===== src/rtl/model_pkg.sv =====
// Shared definitions for the model-loading pipeline: parser state encoding,
// header-check error codes and the dimension defaults used by the loading
// stage, the weight stream parser and the MAC feeder.
package model_pkg;

  localparam int WEIGHT_WIDTH_DEF = 8;
  localparam int MAX_NEURONS_DEF  = 1024;
  localparam int HDR_BYTES        = 8;

  typedef enum logic [2:0] {
    ST_IDLE   = 3'd0,
    ST_HDR    = 3'd1,
    ST_CHECK  = 3'd2,
    ST_STREAM = 3'd3,
    ST_DONE   = 3'd4,
    ST_ERR    = 3'd5
  } parser_state_t;

  localparam logic [1:0] ERR_NONE = 2'd0;
  localparam logic [1:0] ERR_ZERO = 2'd1;
  localparam logic [1:0] ERR_ROWS = 2'd2;
  localparam logic [1:0] ERR_COLS = 2'd3;

  // Header dimension check; zero dimension outranks rows, rows outrank cols.
  function automatic logic [1:0] check_dims(input logic [31:0] rows,
                                            input logic [31:0] cols,
                                            input logic [31:0] max_n);
    if (rows == 32'd0 || cols == 32'd0) return ERR_ZERO;
    if (rows > max_n)                    return ERR_ROWS;
    if (cols > max_n)                    return ERR_COLS;
    return ERR_NONE;
  endfunction

endpackage


===== src/rtl/weight_stream_parser_rc_counter.sv =====
// Row/column index pair for the weight stream. Column wraps at
// last_col_idx and carries into the row; flags mark the last column and
// the final element of the layer for the index currently presented.
module rc_counter #(
  parameter int IDX_WIDTH = 10
) (
  input  logic                 clk,
  input  logic                 rst,
  input  logic                 clear,
  input  logic                 enable,
  input  logic [IDX_WIDTH-1:0] last_col_idx,
  input  logic [IDX_WIDTH-1:0] last_row_idx,
  output logic [IDX_WIDTH-1:0] row,
  output logic [IDX_WIDTH-1:0] col,
  output logic                 last_col,
  output logic                 last
);

  assign last_col = (col == last_col_idx);
  assign last     = last_col && (row == last_row_idx);

  // Advance the index pair by one element per enable, wrapping columns.
  always_ff @(posedge clk or posedge rst) begin
    if (rst) begin
      row <= '0;
      col <= '0;
    end else if (clear) begin
      row <= '0;
      col <= '0;
    end else if (enable) begin
      if (last_col) begin
        col <= '0;
        row <= row + IDX_WIDTH'(1);
      end else begin
        col <= col + IDX_WIDTH'(1);
      end
    end
  end

endmodule


===== src/rtl/weight_stream_parser.sv =====
// Parses one layer of the quantized model byte stream: an 8-byte header
// (rows, cols as little-endian u32), a dimension check, then rows*cols
// weight bytes forwarded with row/col indices through a single output
// register on a valid/ready handshake.
module weight_stream_parser
  import model_pkg::*;
#(
  parameter int WEIGHT_WIDTH = WEIGHT_WIDTH_DEF,
  parameter int MAX_NEURONS  = MAX_NEURONS_DEF,
  parameter int IDX_WIDTH    = 10
) (
  input  logic                    clk,
  input  logic                    rst,
  input  logic                    start,
  input  logic                    in_valid,
  input  logic [WEIGHT_WIDTH-1:0] in_data,
  output logic                    in_ready,
  output logic [31:0]             num_rows,
  output logic [31:0]             num_cols,
  output logic                    hdr_valid,
  output logic                    w_valid,
  input  logic                    w_ready,
  output logic [WEIGHT_WIDTH-1:0] w_data,
  output logic [IDX_WIDTH-1:0]    w_row,
  output logic [IDX_WIDTH-1:0]    w_col,
  output logic                    w_last_col,
  output logic                    w_last,
  output logic                    busy,
  output logic                    done,
  output logic                    err,
  output logic [1:0]              err_code
);

  parser_state_t        state, state_nxt;
  logic [2:0]           byte_cnt;
  logic                 last_taken;
  logic                 in_hs;
  logic                 out_hs;
  logic                 start_acc;
  logic [1:0]           chk_code;
  logic [IDX_WIDTH-1:0] cnt_row, cnt_col;
  logic [IDX_WIDTH-1:0] last_col_idx, last_row_idx;
  logic                 cnt_last_col, cnt_last;

  // Only the low index bits matter; the header check has already bounded
  // both dimensions to 1..MAX_NEURONS, so MAX_NEURONS itself wraps to 0
  // and the decrement still yields the all-ones last index.
  assign last_col_idx = num_cols[IDX_WIDTH-1:0] - IDX_WIDTH'(1);
  assign last_row_idx = num_rows[IDX_WIDTH-1:0] - IDX_WIDTH'(1);

  assign chk_code  = check_dims(num_rows, num_cols, 32'(MAX_NEURONS));
  assign start_acc = start && (state == ST_IDLE || state == ST_DONE || state == ST_ERR);
  assign in_hs     = in_valid && in_ready;
  assign out_hs    = w_valid && w_ready;
  assign busy      = (state == ST_HDR) || (state == ST_CHECK) || (state == ST_STREAM);
  assign done      = (state == ST_STREAM) && out_hs && w_last;

  rc_counter #(
    .IDX_WIDTH (IDX_WIDTH)
  ) u_rc (
    .clk          (clk),
    .rst          (rst),
    .clear        (start_acc),
    .enable       ((state == ST_STREAM) && in_hs),
    .last_col_idx (last_col_idx),
    .last_row_idx (last_row_idx),
    .row          (cnt_row),
    .col          (cnt_col),
    .last_col     (cnt_last_col),
    .last         (cnt_last)
  );

  // State register.
  always_ff @(posedge clk or posedge rst) begin
    if (rst) state <= ST_IDLE;
    else     state <= state_nxt;
  end

  // Next-state decode and input-side flow control.
  always_comb begin
    state_nxt = state;
    in_ready  = 1'b0;
    case (state)
      ST_IDLE, ST_DONE, ST_ERR: begin
        if (start) state_nxt = ST_HDR;
      end
      ST_HDR: begin
        in_ready = 1'b1;
        if (in_valid && byte_cnt == 3'(HDR_BYTES - 1)) state_nxt = ST_CHECK;
      end
      ST_CHECK: begin
        state_nxt = (chk_code == ERR_NONE) ? ST_STREAM : ST_ERR;
      end
      ST_STREAM: begin
        // Once the final byte is held, stop taking input until it drains.
        in_ready = !last_taken && (!w_valid || w_ready);
        if (out_hs && w_last) state_nxt = ST_DONE;
      end
      default: state_nxt = ST_IDLE;
    endcase
  end

  // Header capture, dimension check result and status flags.
  always_ff @(posedge clk or posedge rst) begin
    if (rst) begin
      byte_cnt  <= '0;
      num_rows  <= '0;
      num_cols  <= '0;
      hdr_valid <= 1'b0;
      err       <= 1'b0;
      err_code  <= ERR_NONE;
    end else if (start_acc) begin
      byte_cnt  <= '0;
      hdr_valid <= 1'b0;
      err       <= 1'b0;
      err_code  <= ERR_NONE;
    end else begin
      case (state)
        ST_HDR: begin
          if (in_hs) begin
            if (!byte_cnt[2]) num_rows[{byte_cnt[1:0], 3'b000} +: 8] <= in_data[7:0];
            else              num_cols[{byte_cnt[1:0], 3'b000} +: 8] <= in_data[7:0];
            byte_cnt <= byte_cnt + 3'd1;
          end
        end
        ST_CHECK: begin
          if (chk_code != ERR_NONE) begin
            err      <= 1'b1;
            err_code <= chk_code;
          end else begin
            hdr_valid <= 1'b1;
          end
        end
        default: ;
      endcase
    end
  end

  // Output register: loads on an input handshake, empties on an output
  // handshake, and holds everything stable while the consumer stalls.
  always_ff @(posedge clk or posedge rst) begin
    if (rst) begin
      w_valid    <= 1'b0;
      w_data     <= '0;
      w_row      <= '0;
      w_col      <= '0;
      w_last_col <= 1'b0;
      w_last     <= 1'b0;
      last_taken <= 1'b0;
    end else if (start_acc) begin
      last_taken <= 1'b0;
    end else if (state == ST_STREAM) begin
      if (in_hs) begin
        w_valid    <= 1'b1;
        w_data     <= in_data;
        w_row      <= cnt_row;
        w_col      <= cnt_col;
        w_last_col <= cnt_last_col;
        w_last     <= cnt_last;
        last_taken <= cnt_last;
      end else if (out_hs) begin
        w_valid <= 1'b0;
      end
    end
  end

endmodule


===== config.mk =====
export PLATFORM = sky130hd
export DESIGN_NAME = weight_stream_parser
export DESIGN_NICKNAME = d
export VERILOG_FILES = /design/src/rtl/model_pkg.sv /design/src/rtl/weight_stream_parser_rc_counter.sv /design/src/rtl/weight_stream_parser.sv
export SDC_FILE = /design/constraint.sdc
export NUM_CORES = 1
export LEC_CHECK = 0
export CORE_AREA = 8 8 132 134
export CTS_CLUSTER_DIAMETER = 40
export DETAILED_ROUTE_END_ITERATION = 7
export DIE_AREA = 0 0 140 142
export PLACE_DENSITY = 0.66
export SLEW_MARGIN = 20
export SYNTH_ARGS = -nofsm -noshare
export SYNTH_HDL_FRONTEND = slang
export SYNTH_SLANG_ARGS = --single-unit

===== constraint.sdc =====
create_clock -name clk -period 4.4 [get_ports clk]
set_input_delay 0.88 -clock clk [delete_from_list [all_inputs] [get_ports clk]]
set_output_delay 0.88 -clock clk [all_outputs]
set_load 0.05 [all_outputs]

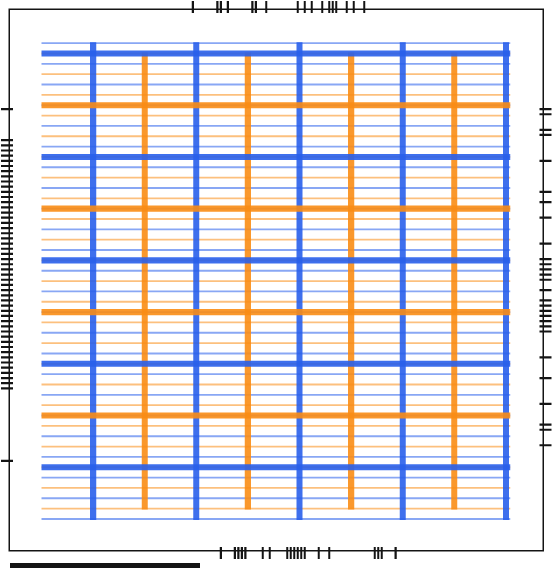
Run 1: power grid
Scale bar: 50 um. Pins as bars on the die edge.
Key: VSS = blue; VDD = orange
47 met1 rails follow the rows. The core has 46 rows.

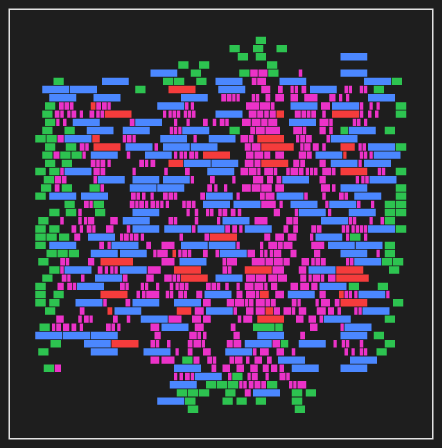
Run 1: placement by cell class
Key: other buffers and delay cells = green [cells 118]; flip-flops = blue [cells 126]; all other logic = magenta [cells 521]; clock drivers and dummy loads = red [cells 32]

==> run notes, run 1 <==
fresh numbers from the pnr run: outcome=completed, global-route wire length before repair=28.64 mm, Dominant comb cell=simple AND/OR/NAND/NOR gates, hold endpoint=w_col[2], final worst path period need=3565 ps, logic share of the area=34.11%, Worst Setup Slack post-DPL=830.7 ps, # rows=46, Hold Startpoint=w_col[2], dominant power group=combinational cells, final-layout clock-cell area share=7.668%, Required @ worst endpoint=3520 ps, # IOs=115, layout cell share with drive strength beyond 1=5.772%, Worst VDD drop=569.7 uV, worst setup path start=w_ready, drt initial violations=398, Slew @ Worst Pin=930.3 ps, post-CTS sizing=0, die y size=142 um, port bufs=114, HPWL after DPL=12.92 mm, post-synthesis area per instance=8.942 sq um, GRT met3 Usage=5.233%, Worst setup endpoint=in_ready, fp_density=39.19%, CLK BUF=22, worst setup margin=835.3 ps, GRT Overall Usage=18.26%, FF+latch area=3153 sq um, top cells, area=dfrtp_1 52%, nand2_1 13%, o21ai_0 6.5%, WL per Instance=17.87 um, Synth Area in Compound Gates=11.96%, Commonest cells post-synth=214 x nand2_1, 126 x dfrtp_1, 78 x o21ai_0, bufs w/o clock=118, switching power=2.872 mW, GRT overflow=0, Clk pin slew, worst setup/hold paths=50 ps, pwr/cell area=785.3 nW/um^2, slack of the worst reg-to-reg path=1200 ps, P_clk=1.45 mW, flop share of the area=39.60%, Fin Hold WS=468.9 ps, Final Hold Vio Count=0, Core Util, Final=51.62%, # fillers=1425, worst r2r dst=last_taken, FA/HA/MAJ Cells, Area Fraction=2.277%, Seq power=1.80 mW, Yosys reg bits=126, vias in the first global route=5397, CTS Sinks=126, Biggest Area Class=flip-flops and latches, grt peak-use layer=met2, die width=140 um, Post-synth EDFFs=0, largest net degree at the start of global routing=65, Sw Share=45.93%, DRT antenna net count=0
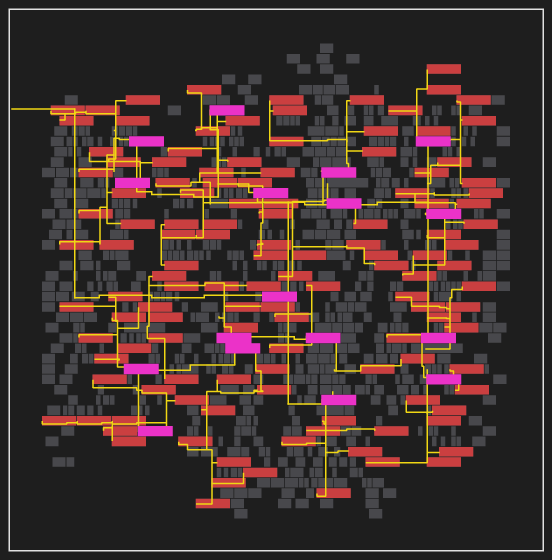
Run 1: clock distribution
Key: clock wires = yellow [length 1740 um]; flip-flops = red [count 126]; cells driving clock nets = magenta [count 17]
There are 18 routed clock nets.

==> run 1: critical path: stages <==
cell,delay [ps]
clkdlybuf4s50_1,520
inv_1,60
a21oi_1,210
inv_1,60
a21oi_1,130
clkdlybuf4s50_1,820
==> run 1: state kept, by name, indices dropped and copies added (netlist names) <==
signal and flops:
u_rc.col 10, w_row 10, u_rc.row 10, err 1
w_data 8, byte_cnt 3, w_col 10, w_last 1
state 3, num_cols 32, w_valid 1, w_last_col 1
err_code 2, last_taken 1, num_rows 32, hdr_valid 1
==> run 1: metal layers <==
metal / share of wire [%] / wire length, um / up-vias
met4: 1.7 / 295 / 0
li1: - / - / 2534
met2: 47 / 8278 / 158
met5: 0 / 0 / -
met1: 45 / 8006 / 2540
met3: 6.2 / 1091 / 24
Run 1, signal wires by layer:
Scale bar: 50 um.
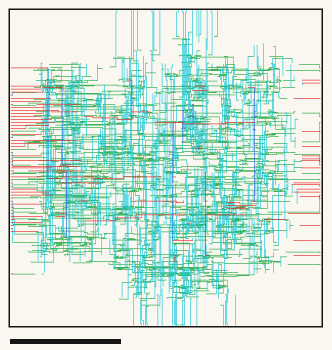

==> run 2: changes to the inputs <==
- clock period: 4.4 -> 2.9 ns (I/O delays scaled with it)
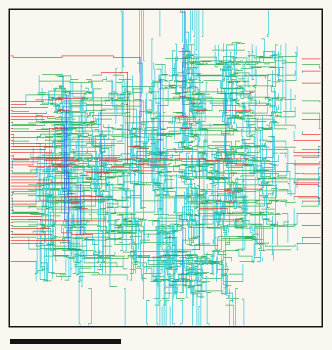
Run 2: signal wires by layer
Scale bar: 50 um.
Key: met1 = green [wire length 7700 um]; met4 = blue [wire length 461 um]; met2 = cyan [wire length 8250 um]; met3 = red [wire length 1320 um]

==> run notes, run 2 <==
fresh numbers from the pnr run: CP peak stage delay=520 ps, pwr/cell area=1197 nW/um^2, placed insts=979, die width=140 um, CTS Sinks=126, sequential fraction of the synthesis area=52.16%, DRT Pass-1 Iters=5, CP delay by family, top=simple AND/OR/NAND/NOR gates, fp_density=39.19%, FF+latch area=3157 sq um, post-synthesis area per instance=8.942 sq um, GRT met3 Usage=6.038%, hold endpoint=w_col[9], GRT Overall Usage=18.42%, # fillers=1397, TritonCTS Buffers=17, Slew @ Worst Pin=667.0 ps, # IOs=115, worst r2r dst=u_rc.row[5], Biggest Area Class=flip-flops and latches, ys flop type=dfrtp_1, vias in the first global route=5516, largest net degree at the start of global routing=49, final-layout clock-cell area share=7.291%, HPWL after DPL=13.16 mm, DRT antenna net count=0, layout cell share with drive strength beyond 1=9.611%, Final Hold Vio Count=0, Fin Hold WS=469.1 ps, met1 wire length=7.695 mm, post-CTS sizing=1, instance tally after logic synthesis=676, GRT overflow=0, Yosys reg bits=126, final worst path period share=99.56%, global-route wire length before repair=28.92 mm, Core Util, Final=53.18%, worst setup margin=12.78 ps, Commonest cells post-synth=214 x nand2_1, 126 x dfrtp_1, 78 x o21ai_0, CTS tree=built, biggest regs=num_cols (32), num_rows (32), dominant power group=combinational cells, met3 WL=1.321 mm, flop share of the area=38.48%, Worst Path Buf+Inv=1, logic share of the area=33.60%, non-clk buf share=16.96%, Seq power=2.69 mW, CTS Buffer Depth=2, Clk pin slew, worst setup/hold paths=60 ps, power share of the combinational group=50.2%, # rows=46, highest metal used=met4, Required @ worst endpoint=3250 ps, Hold Startpoint=w_col[9], bufs w/o clock=143, Top Layout Cells=214 x nand2_1, 123 x dfrtp_1, 112 x clkdlybuf4s50_1, Worst VDD drop=924.2 uV, Hold Path Depth=2, endpoints failing setup=0, top cells, area=dfrtp_1 52%, nand2_1 13%, o21ai_0 6.5%, Via density=5.353, grt peak-use layer=met2, Inverters=15, CP Cell Sequence=inv_2 > ha_4 > or4b_4 > or4b_4 > a21oi_2 > o22ai_2 > or3_4 > or4_1 > nand2_1, Total Wirelength=17.73 mm, port bufs=114, CLK BUF=23, GP Congestion=0.9028, Crit path top cell by count=or4b_4, P_clk=2.20 mW, critical path depth=9, drt initial violations=348, critical path's slowest cell=or4b_4, tool warnings=33, final worst path period need=2887 ps, die y size=142 um, # Post-CTS Setup Buffers=2, Sw Share=44.82%, WL per Instance=17.49 um, switching power=4.401 mW, DR WL met2=8.253 mm, Yosys cell types=50, Layout Nets=834, Worst Setup Slack post-DPL=0.8273 ps, outcome=completed, Top cell excl fill/tap=nand2_1, Post-synth EDFFs=0, slack of the worst reg-to-reg path=10 ps
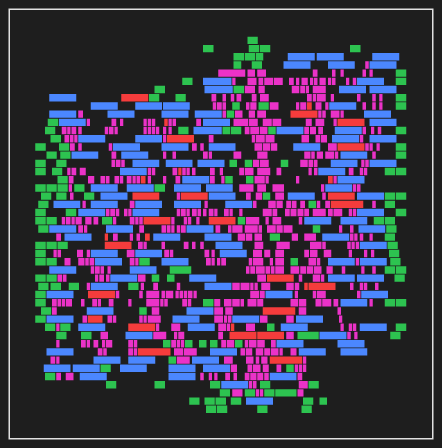
Run 2: placement by cell class
Key: all other logic = magenta [cells 522]; clock drivers and dummy loads = red [cells 31]; flip-flops = blue [cells 126]; other buffers and delay cells = green [cells 143]

[run 2: worst max path at each step]
| stage | startpoint | to |
|---|---|---|
| final | num_cols[0] | u_rc.row[5] |
| after CTS | num_cols[0] | u_rc.row[5] |
| after floorplan | num_cols[0] | u_rc.row[4] |
| after global placement | num_cols[0] | u_rc.row[5] |
| after detailed placement | num_cols[0] | u_rc.row[6] |
| after global routing | num_cols[0] | u_rc.row[5] |
[run 2: cells by family after synthesis]
| logic type | after synthesis | synth area share (%) |
|---|---|---|
| AOI/OAI and AO/OA | 125 | 11.96 |
| xor gates and xnor gates | 30 | 4.347 |
| adders and majority gates | 11 | 2.277 |
| buffers and inverters | 44 | 2.981 |
| DFF | 126 | 52.16 |
| and+or+nand+nor | 340 | 26.27 |
==> run 3: changes to the inputs <==
- CORE_AREA: 8 8 132 134 -> 8 8 113 157
- DIE_AREA: 0 0 140 142 -> 0 0 121 165
- MAX_ROUTING_LAYER: default -> met4
==> run notes, run 3 <==
fresh numbers from the pnr run: Clk pin slew, worst setup/hold paths=60 ps, Worst Setup Slack post-DPL=-61.61 ps, GRT met3 Usage=3.934%, die width=121 um, met3 WL=960 um, Via density=5.334, worst setup margin=4.817 ps, # Post-CTS Setup Buffers=2, P_clk=2.10 mW, instance tally after logic synthesis=676, power share of the combinational group=50.6%, Worst setup endpoint=u_rc.row[4], DRT Pass-1 Iters=5, final worst path period need=2895 ps, port bufs=114, # rows=54, Required @ worst endpoint=3250 ps, post-CTS sizing=3, switching power=4.460 mW, Sw Share=46.20%, Hold Startpoint=w_col[3], Core Util, Final=53.45%, global-route wire length before repair=29.63 mm, Total Wirelength=18.31 mm, Slew @ Worst Pin=837.5 ps, WL per Instance=18.00 um, YS chip area=6045 sq um, Worst VDD drop=826.4 uV, Post-synth EDFFs=0, # IOs=115, Fin Hold WS=469.0 ps, Top Layout Cells=213 x nand2_1, 123 x dfrtp_1, 112 x clkdlybuf4s50_1, critical path depth=9, HPWL after DPL=13.68 mm, final worst path period share=99.83%, slack of the worst reg-to-reg path=5 ps, largest net degree at the start of global routing=38, sequential fraction of the synthesis area=52.16%, top cells, area=dfrtp_1 52%, nand2_1 13%, o21ai_0 6.5%, Worst Path Buf+Inv=1, grt peak-use layer=met2, highest metal used=met4, Yosys reg bits=126, TritonCTS Buffers=17, CP peak stage delay=530 ps, GRT overflow=0, dominant power group=combinational cells, Crit path top cell by count=or4b_4, outcome=completed, CP delay by family, top=simple AND/OR/NAND/NOR gates, worst setup path start=num_cols[0], die y size=165 um, met1 wire length=7.444 mm, Yosys cell types=50, CTS Sinks=126, Top cell excl fill/tap=nand2_1, fp_density=39.41%, worst r2r dst=u_rc.row[4], CTS tree=built, Commonest cells post-synth=214 x nand2_1, 126 x dfrtp_1, 78 x o21ai_0, Layout Nets=832, Hold Path Depth=2, GRT Overall Usage=19.52%, layout cell share with drive strength beyond 1=9.988%, CTS Buffer Depth=2, hold endpoint=w_col[3], Final Hold Vio Count=0, drt initial violations=267, Seq power=2.67 mW, post-synthesis area per instance=8.942 sq um, vias in the first global route=5696, tool warnings=33
## run 3: cell count changes in the layout (fill, tap and decap cells not counted), moves of 2 or more
cell	change
clkinv_4	+4
clkinvlp_4	+4
buf_4	-3
clkbuf_1	-3
clkinv_2	-3
bufinv_16	-2
## run 3: layout make-up
cell class	instances	area, sq um
multi-input cells	507	2761
fillers	1420	7139
clock buffers	20	446.7
clock inverters	12	138.9
inverters	15	60.06
repair buffers	141	1389
flip-flops and latches	126	3157
well taps	196	245.2
## run 3: cell families after synthesis
logic type,count (synthesis),synth area share [%]
simple gates,340,26.27
compound gates,125,11.96
buf+inv,44,2.981
fa+ha+maj,11,2.277
xor+xnor,30,4.347
flops,126,52.16
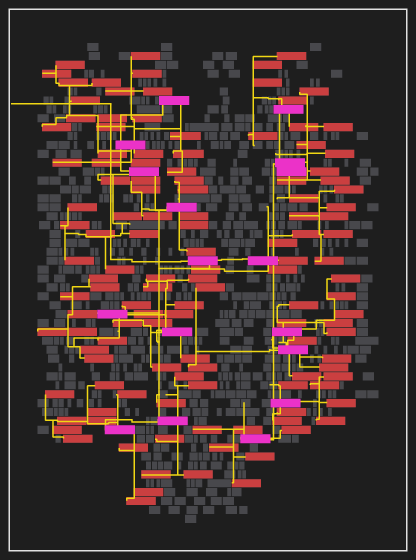
Run 3: clock distribution
Key: cells driving clock nets = magenta [count 17]; flip-flops = red [count 126]; clock wires = yellow [length 1660 um]
There are 18 routed clock nets.

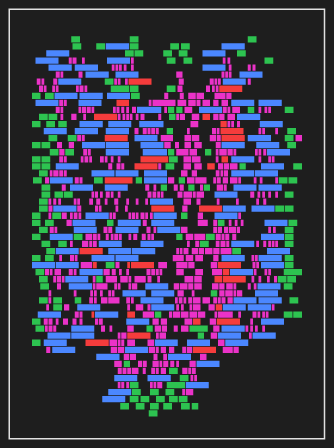
Run 3: placement by cell class
Key: all other logic = magenta [cells 522]; other buffers and delay cells = green [cells 141]; clock drivers and dummy loads = red [cells 32]; flip-flops = blue [cells 126]

Power figures rest on the tool's default switching activity, not on a simulated workload.
